<file path="config.mk">
export PLATFORM = sky130hd
export DESIGN_NAME = qq_op_ctrl
export DESIGN_NICKNAME = d
export VERILOG_FILES = /design/src/rtl/qq_op_ctrl.sv
export SDC_FILE = /design/constraint.sdc
export NUM_CORES = 1
export LEC_CHECK = 0
export CAP_MARGIN = 20
export CORE_ASPECT_RATIO = 0.8
export CORE_MARGIN = 2
export CORE_UTILIZATION = 46
export DETAILED_ROUTE_END_ITERATION = 7
export GPL_ROUTABILITY_DRIVEN = 0
export HOLD_SLACK_MARGIN = 0.05
export PLACE_DENSITY = 0.81
export RECOVER_POWER = 25
export SETUP_SLACK_MARGIN = 0.05
export SLEW_MARGIN = 30
export SYNTH_ARGS = -nofsm -noshare
export SYNTH_HDL_FRONTEND = slang
export SYNTH_SLANG_ARGS = --single-unit
</file>
<file path="constraint.sdc">
create_clock -name clk -period 3.62 [get_ports clk]
set_input_delay 0.362 -clock clk [delete_from_list [all_inputs] [get_ports clk]]
set_output_delay 0.362 -clock clk [all_outputs]
set_load 0.03 [all_outputs]
</file>
<file path="src/rtl/qq_op_ctrl.sv">
// QuickQ operation controller: sequences each enqueue/dequeue through the heap engine and the
// last-pointer counter stage; >=5 cycles per legal op; req_ready only in IDLE, host holds request.
module qq_op_ctrl #(
  parameter int DEPTH   = 1024,
  parameter int DATA_W  = 32,
  parameter int TIMEOUT = 255
) (
  input  logic              clk,
  input  logic              rst,
  input  logic              req_valid,
  input  logic              req_op,
  input  logic [DATA_W-1:0] req_data,
  output logic              req_ready,
  output logic              deq_valid,
  output logic [DATA_W-1:0] deq_data,
  output logic              err,
  output logic              eng_start,
  output logic              eng_op,
  output logic [DATA_W-1:0] eng_data,
  output logic [31:0]       eng_last,
  input  logic              eng_done,
  input  logic [DATA_W-1:0] eng_rdata,
  output logic [31:0]       last_addr,
  output logic              enq,
  output logic              deq,
  output logic              last_done,
  input  logic [31:0]       new_last,
  output logic              full,
  output logic              empty,
  output logic              sync_err
);

  typedef enum logic [2:0] {IDLE, START, WAIT, COMMIT, SYNC} state_t;

  localparam logic [7:0]  TO_LAST = 8'(TIMEOUT - 1);
  localparam logic [31:0] DEPTH_W = 32'(DEPTH);

  state_t      state, state_nxt;
  logic [7:0]  tcnt;
  logic        illegal;
  logic        timeout;
  logic [31:0] exp_last;

  assign full     = (last_addr == DEPTH_W);
  assign empty    = (last_addr == 32'd0);
  assign illegal  = req_op ? empty : full;
  assign timeout  = (tcnt == TO_LAST);
  assign exp_last = eng_op ? (last_addr - 32'd1) : (last_addr + 32'd1);

  always_comb begin
    state_nxt = state;
    req_ready = 1'b0;
    eng_start = 1'b0;
    last_done = 1'b0;
    enq       = 1'b0;
    deq       = 1'b0;
    deq_valid = 1'b0;
    case (state)
      IDLE: begin
        req_ready = 1'b1;
        if (req_valid && !illegal) state_nxt = START;
      end
      START: begin
        eng_start = 1'b1;
        state_nxt = WAIT;
      end
      WAIT: begin
        if (eng_done)     state_nxt = COMMIT;
        else if (timeout) state_nxt = IDLE;
      end
      COMMIT: begin
        last_done = 1'b1;
        enq       = ~eng_op;
        deq       = eng_op;
        deq_valid = eng_op;
        state_nxt = SYNC;
      end
      SYNC:    state_nxt = IDLE;
      default: state_nxt = IDLE;
    endcase
  end

  always_ff @(posedge clk) begin
    if (rst) begin
      state     <= IDLE;
      tcnt      <= 8'd0;
      err       <= 1'b0;
      deq_data  <= '0;
      eng_op    <= 1'b0;
      eng_data  <= '0;
      eng_last  <= 32'd0;
      last_addr <= 32'd0;
      sync_err  <= 1'b0;
    end else begin
      state <= state_nxt;
      err   <= 1'b0;
      case (state)
        IDLE: begin
          if (req_valid) begin
            if (illegal) begin
              err <= 1'b1;
            end else begin
              eng_op   <= req_op;
              eng_data <= req_data;
            end
          end
        end
        START: tcnt <= 8'd0;
        WAIT: begin
          tcnt <= tcnt + 8'd1;
          if (eng_done)     deq_data <= eng_rdata;
          else if (timeout) err      <= 1'b1;
        end
        SYNC: begin
          // A mismatching pointer is still adopted: the counter stage owns the RAM-side view.
          last_addr <= new_last;
          eng_last  <= new_last;
          if (new_last != exp_last) sync_err <= 1'b1;
        end
        default: ;
      endcase
    end
  end

endmodule

</file>
clock_wires.png
Bar = 50 um.
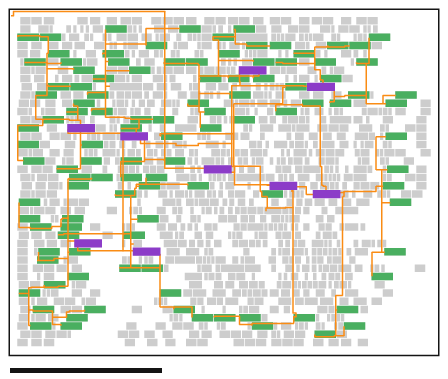
purple -> clock-net drivers  # count 9
green -> flip-flops  # count 110
orange -> clock wires  # length 1510 um
routed clock nets = 10
flops lie = spread over the die
worst-skew pair later-pin latency: 0.36 ns
Clk power: 1.13 mW
relative contribution of the clock network to total power: 0.367
final worst clock skew: 0.0130 ns

class_map.png
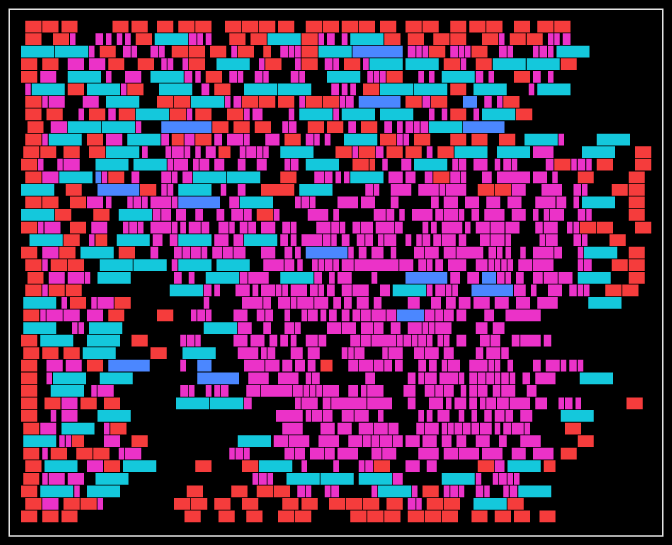
red -> remaining buffers and delay cells  # cells 247, share of their area 27%
cyan -> registers  # cells 110, share of their area 24%
magenta -> remaining logic cells  # cells 708, share of their area 46%
blue -> clock drivers and dummy loads  # cells 16, share of their area 3.6%
sequential fraction of total cell area: 0.232
Floorplan Core Area: 14900 um^2
Placement Rows: 40

==> notes.md <==
Implementation progress

The flow ran to the end, but the final reports show violations. The checks that failed: capacitance limit, slew limit. The number of clock sinks stands at 110. For the worst setup path, the data arrival time is 3.37 ns. In the post-route analysis, the smallest setup slack over all paths is 0.425 ns. The share of the Yosys chip area taken by registers is 0.318. The met1 usage in global routing stands at 0.355. In this run the most used layer during global routing was met2. The effective utilization at floorplan stands at 0.466. The total count of max-transition violations in the final report stands at 85.

The worst path required time stands at 3.79 ns. The number of maximum-capacitance violations stands at 1. For the worst min-delay path, the startpoint reported by OpenROAD is deq_data[14]. TritonCTS built the clock tree. The worst setup path is launched from a flip-flop. The cell area that synthesis handed to floorplanning was 6920 um^2. The average size of a mapped cell stands at 7.73 um^2.

Nets still carrying antenna violations after routing amount to 0. The hold-critical path depth stands at 2. Across the VDD grid, the largest voltage drop is 0.000343 V. By area the synthesized netlist is led by dfxtp_1 (32%), nand2_1 (9.6%), a21oi_1 (8.0%). The filler cells instantiated in the layout total 1307. The script computed a power per unit cell area of 324 nW/um^2. Setup total negative slack on the finished layout was measured at 0 ns.
gates.png
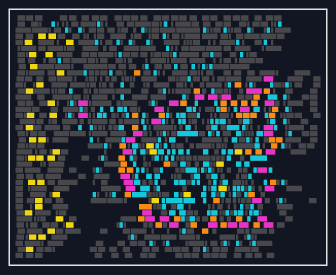
cyan -> aoi and oai cells  # cells 204
yellow -> mux cells  # cells 39
magenta -> fa/ha/maj cells  # cells 33
orange -> xor and xnor cells  # cells 44

[registers in the layout, summed over array words and instances, names as in the netlist]
name       count
last_addr     32
err            1
tcnt           8
state          3
eng_op         1
sync_err       1
deq_data      32
eng_data      32
[final cells by class]
cell class / count / area share
sequential: 110 / 0.232
inverter: 11 / 0.00434
clock inverter: 6 / 0.0108
timing repair buffer: 247 / 0.258
clock buffer: 10 / 0.0241
multi-input combinational: 697 / 0.446
tap: 189 / 0.0249
[metrics by stage]
step	cells	power, mW	cell area [um^2]
floorplan	896	1.69	6920
global placement	1254	1.97	9180
detailed placement	1254	1.98	9180
CTS	1270	3.10	9510
global route	1270	3.20	9500
finish	1270	3.08	9500
Power figures rest on the tool's default switching activity, not on a simulated workload.
